==> src/rtl/cmp_result_tracker.sv <==
// cmp_result_tracker: G/E/L outcome counters, run tracking and a valid/ready snapshot (CMP_TRK_CLR_ON_SNAP_EN clears live counts on capture)
module cmp_result_tracker #(
  parameter int CNT_W = 8,
  parameter int RUN_W = 4
) (
  input  logic             clk,
  input  logic             rst_n,
  input  logic             in_valid,
  input  logic             G,
  input  logic             E,
  input  logic             L,
  input  logic             clr,
  input  logic             snap_req,
  input  logic             snap_ready,
  output logic             snap_valid,
  output logic [CNT_W-1:0] g_cnt,
  output logic [CNT_W-1:0] e_cnt,
  output logic [CNT_W-1:0] l_cnt,
  output logic [CNT_W-1:0] err_cnt,
  output logic [1:0]       last_code,
  output logic [RUN_W-1:0] run_len
);
  typedef enum logic {IDLE, HOLD} state_t;
  state_t state, state_nxt;
  logic [CNT_W-1:0] g_live, e_live, l_live, err_live;
  logic [CNT_W-1:0] g_base, e_base, l_base, err_base;
  logic [2:0] code;
  logic [1:0] code_enc;
  logic capture, wipe, legal;
  function automatic logic [CNT_W-1:0] bump(input logic [CNT_W-1:0] c, input logic hit);
    return (hit && c != {CNT_W{1'b1}}) ? c + 1'b1 : c;
  endfunction
  assign code     = {G, E, L};
  assign code_enc = (code == 3'b100) ? 2'b10 : (code == 3'b010) ? 2'b11 : (code == 3'b001) ? 2'b01 : 2'b00;
  assign legal    = code_enc != 2'b00;
  assign capture  = (state == IDLE) && snap_req;
`ifdef CMP_TRK_CLR_ON_SNAP_EN
  assign wipe = capture;
`else
  assign wipe = 1'b0;
`endif
  assign g_base   = wipe ? '0 : g_live;
  assign e_base   = wipe ? '0 : e_live;
  assign l_base   = wipe ? '0 : l_live;
  assign err_base = wipe ? '0 : err_live;
  assign snap_valid = state == HOLD;
  always_comb begin
    state_nxt = state;
    state_nxt = (state == IDLE) ? (snap_req ? HOLD : IDLE) : (snap_ready ? IDLE : HOLD);
  end
  always_ff @(posedge clk) begin
    if (!rst_n) begin
      state     <= IDLE;
      g_live    <= '0;
      e_live    <= '0;
      l_live    <= '0;
      err_live  <= '0;
      g_cnt     <= '0;
      e_cnt     <= '0;
      l_cnt     <= '0;
      err_cnt   <= '0;
      last_code <= 2'b00;
      run_len   <= '0;
    end else begin
      state <= state_nxt;
      if (capture) begin
        g_cnt   <= g_live;
        e_cnt   <= e_live;
        l_cnt   <= l_live;
        err_cnt <= err_live;
      end
      if (clr) begin
        g_live    <= '0;
        e_live    <= '0;
        l_live    <= '0;
        err_live  <= '0;
        last_code <= 2'b00;
        run_len   <= '0;
      end else begin
        g_live   <= bump(g_base, in_valid && code_enc == 2'b10);
        e_live   <= bump(e_base, in_valid && code_enc == 2'b11);
        l_live   <= bump(l_base, in_valid && code_enc == 2'b01);
        err_live <= bump(err_base, in_valid && !legal);
        if (in_valid) begin
          last_code <= code_enc;
          run_len   <= !legal ? '0 : (code_enc != last_code) ? RUN_W'(1) : (run_len != {RUN_W{1'b1}}) ? run_len + 1'b1 : run_len;
        end
      end
    end
  end
endmodule

==> config.mk <==
export PLATFORM = sky130hd
export DESIGN_NAME = cmp_result_tracker
export DESIGN_NICKNAME = d
export VERILOG_FILES = /design/src/rtl/cmp_result_tracker.sv
export SDC_FILE = /design/constraint.sdc
export NUM_CORES = 1
export LEC_CHECK = 0
export ABC_AREA = 1
export CORE_MARGIN = 2
export CORE_UTILIZATION = 45
export CTS_BUF_LIST = sky130_fd_sc_hd__clkbuf_8
export CTS_CLUSTER_DIAMETER = 120
export CTS_CLUSTER_SIZE = 8
export DETAILED_ROUTE_END_ITERATION = 10
export PLACE_DENSITY = 0.79
export SLEW_MARGIN = 40
export SYNTH_ARGS = -nofsm -noshare
export SYNTH_HDL_FRONTEND = slang
export SYNTH_SLANG_ARGS = --single-unit
==> constraint.sdc <==
create_clock -name clk -period 2 [get_ports clk]
set_input_delay 0.6 -clock clk [delete_from_list [all_inputs] [get_ports clk]]
set_output_delay 0.6 -clock clk [all_outputs]
set_load 0.02 [all_outputs]
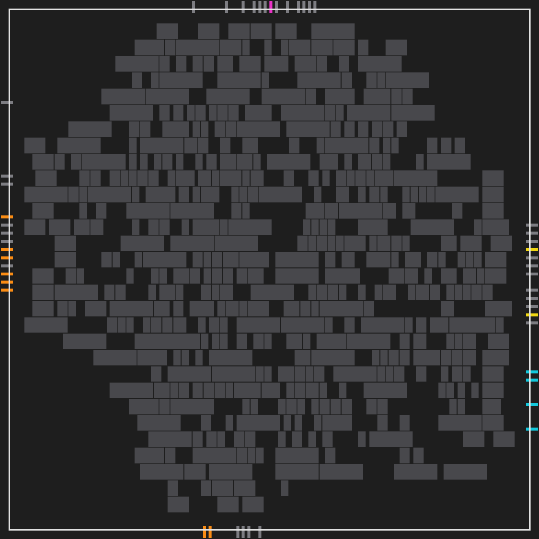
(run_1/io_placement.png)
(6 px per um) Pins as bars across the die edge, other pins in grey.
| port | colour | pins | direction | edge |
|---|---|---|---|---|
| `run_len` | cyan | 4 | output | right |
| `snap_req` | magenta | 1 | input | top |
| `last_code` | yellow | 2 | output | right |
| `e_cnt` | orange | 8 | output | 6 left, 2 bottom |
Port Buffers: 47
Die Ht: 86.5 um

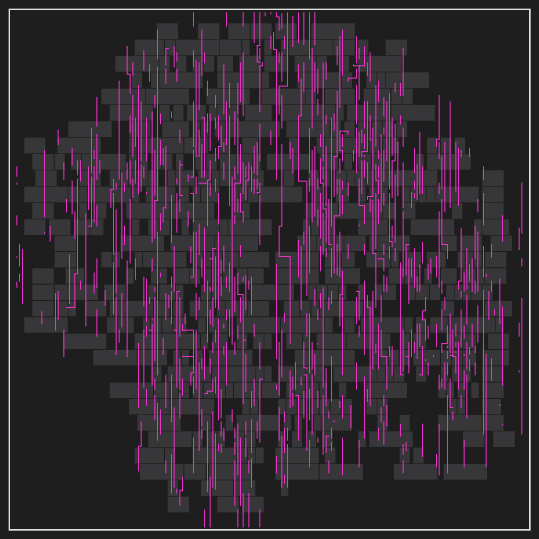
(run_1/layer_met2.png)
(6 px per um) Cells faint in the background.
main direction: vertical
nets with wire on the layer: 397
via count: 2849
DRT Wirelength: 6840 um
met2 usage in global routing: 31.8%

==> flow_summary.yaml, run 1 <==
# flow metrics
setup_path:
  slowest_stage: "clkdlybuf4s50_1"
  crit_path_max_fanout: 4
cells_and_area:
  antennaDiodeCount: 0
  nFillCells: 596
  ff_count: 71
  regArea_sq_um: 1420
  seq_share_pct: 36.2
sta:
  rsz0062_at_grt: "true"
  relSlewSlack_pct: 69.7
routing:
  highest_layer: "met4"
power_and_ir_drop:
  total_power_mw: 2.97
  p_seq_mw: 1.50
floorplanning:
  tapCellCount: 80
yosys:
  synth_area_per_cell_sq_um: 7.56
  synth_cell_types: 29
  top_cells_by_area: "dfxtp_1, a21oi_1, o21ai_0"
run_status:
  outcome: "complete, no violations"
worst_hold_path:
  worst_hold_startpoint: "l_base[7]$_SDFFE_PP0P_"
clock_tree:
  cts_buffers: 9
  cts_root_buf: "clkbuf_8"
placement:
  hpwl_um: 4890
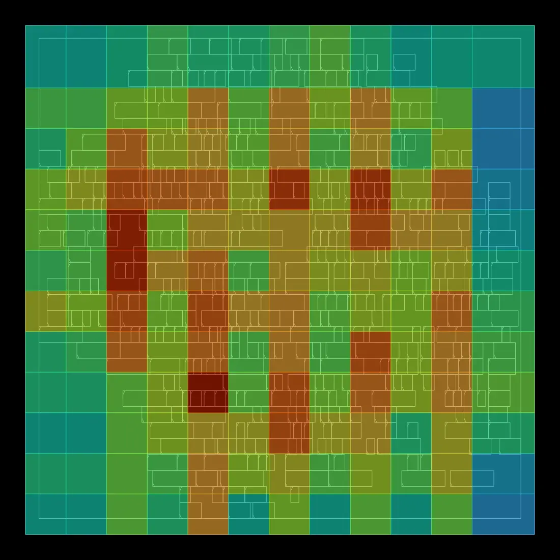
(run_1/congestion.png)
met1 usage: 24.3%
busiest metal layer after global routing: met2
WL/cell: 12.5 um
Tot GR Track Use: 19.4%

==> run 1 -> run 2 <==
--- a/config.mk
+++ b/config.mk
@@ -12,6 +12,7 @@
 export CTS_CLUSTER_DIAMETER = 120
 export CTS_CLUSTER_SIZE = 8
 export DETAILED_ROUTE_END_ITERATION = 10
+export HOLD_SLACK_MARGIN = 0.08
 export PLACE_DENSITY = 0.79
 export SLEW_MARGIN = 40
 export SYNTH_ARGS = -nofsm -noshare
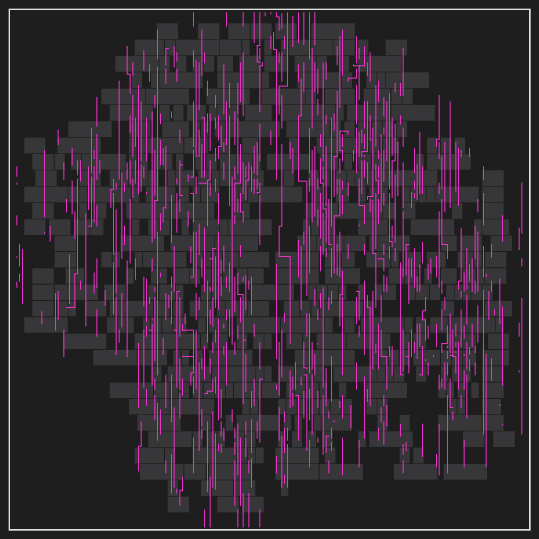
(run_2/layer_met2.png)
(6 px per um) Cells faint in the background.
main direction: vertical
nets with wire on the layer: 397

==> run 2 against run 1 <==
Against the previous run: sequential power about the same; combinational power about the same; via count unchanged; critical path type unchanged; sequential cell count unchanged; final area unchanged; clock-buffer cell count unchanged.
==> flow_summary.yaml, run 2 <==
# flow metrics
power_and_ir_drop:
  swShare_pct: 25.2
  seq_power_share_pct: 50.3
  total_power_mw: 2.97
  p_seq_mw: 1.50
  peakVddDrop_uv: 385
  p_int_mw: 2.22
worst_hold_path:
  worst_hold_startpoint: "l_base[7]$_SDFFE_PP0P_"
global_route:
  use_met1_pct: 24.3
  busiest_layer: "met2"
  met2_usage_pct: 31.8
  grt_usage_pct: 19.4
placement:
  dp_cells: 533
  portBuffers: 47
  hpwl_um: 4890
cells_and_area:
  seq_share_pct: 36.2
  regArea_sq_um: 1420
  buffer_area_share_pct: 15.5
  nFillCells: 596
  ff_count: 71
routing:
  highest_layer: "met4"
  routed_wirelength_um: 6840
  vias: 2849
  wl_per_cell_um: 12.5
yosys:
  synth_cell_types: 29
  synth_area_per_cell_sq_um: 7.56
  top_cells_by_area: "dfxtp_1, a21oi_1, o21ai_0"
  synth_warnings: 0
  top_cell_area_share_pct: 46.4
  ys_sh_adder_pct: 2.04
  ys_area_sq_um: 3060
sta:
  slew_viol_final: 0
  rsz0062_at_grt: "true"
  hold_violations: 0
  relSlewSlack_pct: 69.7
clock_tree:
  post_cts_buffers: 0
  clk_pin_slew_ps: 70
  cts_buffers: 9
  cts_root_buf: "clkbuf_8"
floorplanning:
  die_h_um: 86.5
  tapCellCount: 80
  dieArea_sq_um: 7480
setup_path:
  crit_buf_inv: 1
  path_class: "reg2out"
  crit_path_max_fanout: 4
  slowest_stage: "clkdlybuf4s50_1"
run_status:
  outcome: "complete, no violations"
Power figures rest on the tool's default switching activity, not on a simulated workload.
